===== config.mk =====
export PLATFORM = sky130hd
export DESIGN_NAME = ro_puf_ctrl
export DESIGN_NICKNAME = d
export VERILOG_FILES = /design/src/rtl/ro_puf_pkg.sv /design/src/rtl/ro_edge_cnt.sv /design/src/rtl/ro_puf_ctrl.sv
export SDC_FILE = /design/constraint.sdc
export NUM_CORES = 1
export LEC_CHECK = 0
export CAP_MARGIN = 15
export CORE_MARGIN = 2
export CORE_UTILIZATION = 35
export DETAILED_ROUTE_END_ITERATION = 12
export GPL_TIMING_DRIVEN = 0
export PLACE_DENSITY_LB_ADDON = 0.12
export SETUP_SLACK_MARGIN = 0.05
export SYNTH_ARGS = -nofsm -noshare
export SYNTH_HDL_FRONTEND = slang
export SYNTH_SLANG_ARGS = --single-unit

===== constraint.sdc =====
create_clock -name clk -period 2.6 [get_ports clk]
set_input_delay 0.39 -clock clk [delete_from_list [all_inputs] [get_ports clk]]
set_output_delay 0.39 -clock clk [all_outputs]
set_load 0.02 [all_outputs]

===== src/rtl/ro_puf_pkg.sv =====
// ro_puf_pkg: shared FSM states and timing constants for the RO PUF controller
package ro_puf_pkg;
   typedef enum logic [2:0] {ST_IDLE, ST_SETTLE, ST_COUNT, ST_DRAIN, ST_COMPARE, ST_DONE} state_e;
   localparam int DRAIN_CYCLES = 2;
   localparam int SYNC_STAGES = 2;
endpackage


===== src/rtl/ro_edge_cnt.sv =====
// ro_edge_cnt: synchronizes one raw oscillator, detects rising edges and counts them with saturation
module ro_edge_cnt
   import ro_puf_pkg::*;
#(
   parameter int CNT_W = 16
) (
   input  logic             clk,
   input  logic             rst_n,
   input  logic             ro_in,
   input  logic             clr,
   input  logic             en,
   output logic [CNT_W-1:0] cnt
);
   logic [SYNC_STAGES:0] sh_q, sh_d;
   logic [CNT_W-1:0]     cnt_q, cnt_d;
   logic                 rise;

   assign rise = sh_q[SYNC_STAGES-1] && !sh_q[SYNC_STAGES];
   assign cnt  = cnt_q;

   // shift the synchronizer/edge chain and advance the counter, stopping at all-ones
   always_comb begin
      sh_d  = {sh_q[SYNC_STAGES-1:0], ro_in};
      cnt_d = clr ? '0 : (en && rise && !(&cnt_q)) ? cnt_q + CNT_W'(1) : cnt_q;
   end

   // state registers
   always_ff @(posedge clk or negedge rst_n) begin
      if (!rst_n) begin
         sh_q  <= '0;
         cnt_q <= '0;
      end else begin
         sh_q  <= sh_d;
         cnt_q <= cnt_d;
      end
   end
endmodule


===== src/rtl/ro_puf_ctrl.sv =====
// ro_puf_ctrl: challenge/response sequencer for the RO PUF bank; RO_PUF_CNT_OUT_EN exposes the final counts
module ro_puf_ctrl
   import ro_puf_pkg::*;
#(
   parameter int N_RO   = 16,
   parameter int SEL_W  = $clog2(N_RO),
   parameter int CNT_W  = 16,
   parameter int WINDOW = 1024,
   parameter int SETTLE = 4
) (
   input  logic             clk,
   input  logic             rst_n,
   input  logic             req_valid,
   output logic             req_ready,
   input  logic [SEL_W-1:0] chal_a,
   input  logic [SEL_W-1:0] chal_b,
   output logic             resp_valid,
   input  logic             resp_ready,
   output logic             resp_bit,
   output logic             resp_tie,
   output logic             busy,
   output logic [N_RO-1:0]  ro_en,
`ifdef RO_PUF_CNT_OUT_EN
   input  logic [N_RO-1:0]  ro_out,
   output logic [CNT_W-1:0] cnt_a_out,
   output logic [CNT_W-1:0] cnt_b_out
`else
   input  logic [N_RO-1:0]  ro_out
`endif
);
   localparam int TMR_W = 21;

   state_e           state_q, state_d;
   logic [TMR_W-1:0] tmr_q, tmr_d;
   logic [SEL_W-1:0] sel_a_q, sel_a_d, sel_b_q, sel_b_d;
   logic             bit_q, bit_d, tie_q, tie_d;
   logic             clr, degen, ro_a, ro_b;
   logic [N_RO-1:0]  mask_a, mask_b;
   logic [CNT_W-1:0] cnt_a, cnt_b;

   // out-of-range indices shift the one-hot mask to zero, so they never select an oscillator
   assign degen      = chal_a == chal_b || 32'(chal_a) >= N_RO || 32'(chal_b) >= N_RO;
   assign mask_a     = N_RO'(1) << sel_a_q;
   assign mask_b     = N_RO'(1) << sel_b_q;
   assign ro_a       = |(ro_out & mask_a);
   assign ro_b       = |(ro_out & mask_b);
   assign req_ready  = rst_n && state_q == ST_IDLE;
   assign busy       = state_q != ST_IDLE;
   assign resp_valid = state_q == ST_DONE;
   assign resp_bit   = bit_q;
   assign resp_tie   = tie_q;
   assign ro_en      = (state_q == ST_SETTLE || state_q == ST_COUNT) ? (mask_a | mask_b) : '0;
`ifdef RO_PUF_CNT_OUT_EN
   assign cnt_a_out  = cnt_a;
   assign cnt_b_out  = cnt_b;
`endif

   ro_edge_cnt #(.CNT_W(CNT_W)) u_cnt_a (
      .clk(clk), .rst_n(rst_n), .ro_in(ro_a), .clr(clr), .en(state_q == ST_COUNT), .cnt(cnt_a)
   );

   ro_edge_cnt #(.CNT_W(CNT_W)) u_cnt_b (
      .clk(clk), .rst_n(rst_n), .ro_in(ro_b), .clr(clr), .en(state_q == ST_COUNT), .cnt(cnt_b)
   );

   // next state: each timed phase loads its length minus one and leaves when the timer hits zero
   always_comb begin
      state_d = state_q;
      tmr_d   = tmr_q - TMR_W'(1);
      sel_a_d = sel_a_q;
      sel_b_d = sel_b_q;
      bit_d   = bit_q;
      tie_d   = tie_q;
      clr     = 1'b0;
      unique case (state_q)
         ST_IDLE: if (req_valid) begin
            sel_a_d = chal_a;
            sel_b_d = chal_b;
            clr     = 1'b1;
            bit_d   = 1'b0;
            tie_d   = degen;
            tmr_d   = TMR_W'(SETTLE - 1);
            state_d = degen ? ST_DONE : ST_SETTLE;
         end
         ST_SETTLE: if (tmr_q == '0) begin
            tmr_d   = TMR_W'(WINDOW - 1);
            state_d = ST_COUNT;
         end
         ST_COUNT: if (tmr_q == '0) begin
            tmr_d   = TMR_W'(DRAIN_CYCLES - 1);
            state_d = ST_DRAIN;
         end
         ST_DRAIN: state_d = tmr_q == '0 ? ST_COMPARE : ST_DRAIN;
         ST_COMPARE: begin
            bit_d   = cnt_a > cnt_b;
            tie_d   = cnt_a == cnt_b;
            state_d = ST_DONE;
         end
         ST_DONE: state_d = resp_ready ? ST_IDLE : ST_DONE;
         default: state_d = ST_IDLE;
      endcase
   end

   // state registers
   always_ff @(posedge clk or negedge rst_n) begin
      if (!rst_n) begin
         state_q <= ST_IDLE;
         tmr_q   <= '0;
         sel_a_q <= '0;
         sel_b_q <= '0;
         bit_q   <= 1'b0;
         tie_q   <= 1'b0;
      end else begin
         state_q <= state_d;
         tmr_q   <= tmr_d;
         sel_a_q <= sel_a_d;
         sel_b_q <= sel_b_d;
         bit_q   <= bit_d;
         tie_q   <= tie_d;
      end
   end
endmodule


Fig. 1: cells colored by class
The bar under the picture is 20 um long.
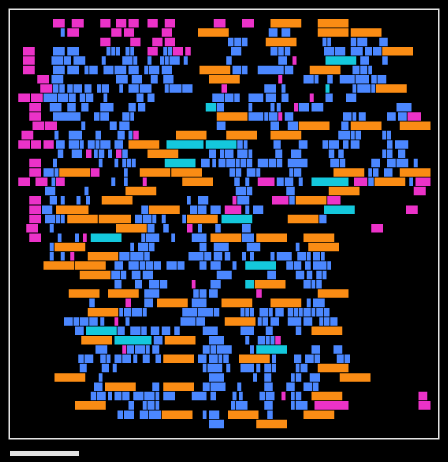
[orange] sequential cells | cells: 72
[blue] combinational and other logic | cells: 485
[magenta] remaining buffers and delay cells | cells: 80
[cyan] clock drivers and dummy loads | cells: 15
Core Util, Final: 43.0%
Core ar.: 14400 sq um
row cnt: 44
fin area: 6200 sq um
flop share of the area: 29.1%

==> results.yml <==
# yosys + openroad results
cells_and_area:
  inv_count: 25
  nFillCells: 1454
  buffers: 80
  bufAreaShareNonClock_pct: 11.0
  layout-drive-gt1-share_pct: 10.3
  comb_area_sq_um: 3060
  fin_cells: 836
  final_nets: 696
  clkCellAreaFrac_pct: 5.41
  clock_buffers: 10
  regMostFlops: "tmr_q"
  lay_top_count: "dfrtp_1"
worst_setup_path:
  cp.depth: 3
  crit_path_end: "busy"
  worstPathCellList: "clkbuf_8, or3_1, clkdlybuf4s50_1"
  slowest_delay_ps: 580
  r2r_slack_ps: 260
  worstRegToRegCells: 5
  crit_family: "buffers and inverters"
  critical_path.slowest_cell: "clkdlybuf4s50_1"
  crit_path_start: "state_q[2]"
  crit_required_ps: 2210
  crit_fanout: 10
synth:
  ys_area_sq_um: 5120
  edf_count: 0
  mux_share_pct: 5.16
  topCellsByArea: "dfrtp_1, ha_1, nand2_1"
  ys_sh_xor_pct: 1.37
  top_cell: "dfrtp_1"
  synth_top_area_share_pct: 35.2
  synth_cells: 591
  synth_top_cell_by_area: "dfrtp_1"
  ys_cells: 591
sta:
  fin_crit_ps: 2410
  setup_viol_count_final: 0
  tightest_slew_ps: 774
  hold_viol: 0
  layout_setup_ws_ps: 188
  max_slew_margin_pct: 47.9
  period_used_pct: 92.8
clock_tree:
  cts_buffers: 9
  clock_latency_ps: 350
  clk_pin_slew_ps: 60
  postCtsSetupBuffers: 0
  cts_sinks: 72
  cts_root_buf: "clkbuf_16"
  htree_levels: 3
route:
  wl_mm: 14.0
  drc: 0
  drt_iter0_drc: 268
  drt-met1-wl_mm: 6.88
  top_layer: "met4"
grt:
  grt_max_degree: 48
  grtUsageMet2_pct: 28.2
  antenna_found_initial: 0
  grt_overflow: 0
  grt_pass1_wl_mm: 22.9
  grt-busiest-layer: "met2"
place:
  dpl_cell_area_sq_um: 5850
  post-place-ws_ps: -736
  gp_congestion: 0.859
  port-buffer-count: 48
outcome:
  status: "completed"
floorplan:
  taps: 184
  initCoreUtil_pct: 35.5
  dieArea_sq_um: 15600
power:
  p_comb_share_pct: 30.6
  internal-power_uw: 2810
  p_per_area_nw_per_um2: 682
  p_clk_share_pct: 33.7
  powerClk_uw: 1420
  p_seq_uw: 1510
min_path:
  hold_depth: 0
  worstHoldStart: "u_cnt_b.sh_q[0]"
Fig. 2: floorplan with the power grid
Pins as bars on the die edge. Tap cells in gray.
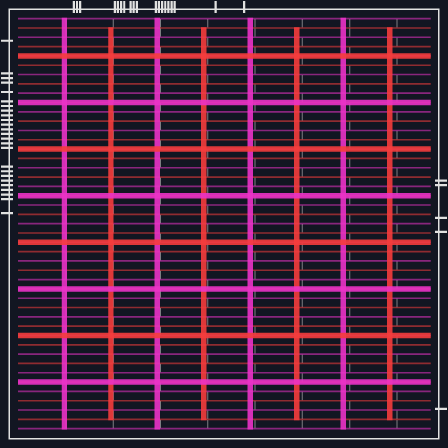
[magenta] VSS
[red] VDD
met1 rails: 45
met5 straps: 8
met4 straps: 8
Die Height: 125 um
die width: 125 um
Max VDD drop: 0.000356 V

Power and IR drop assume default switching activity.
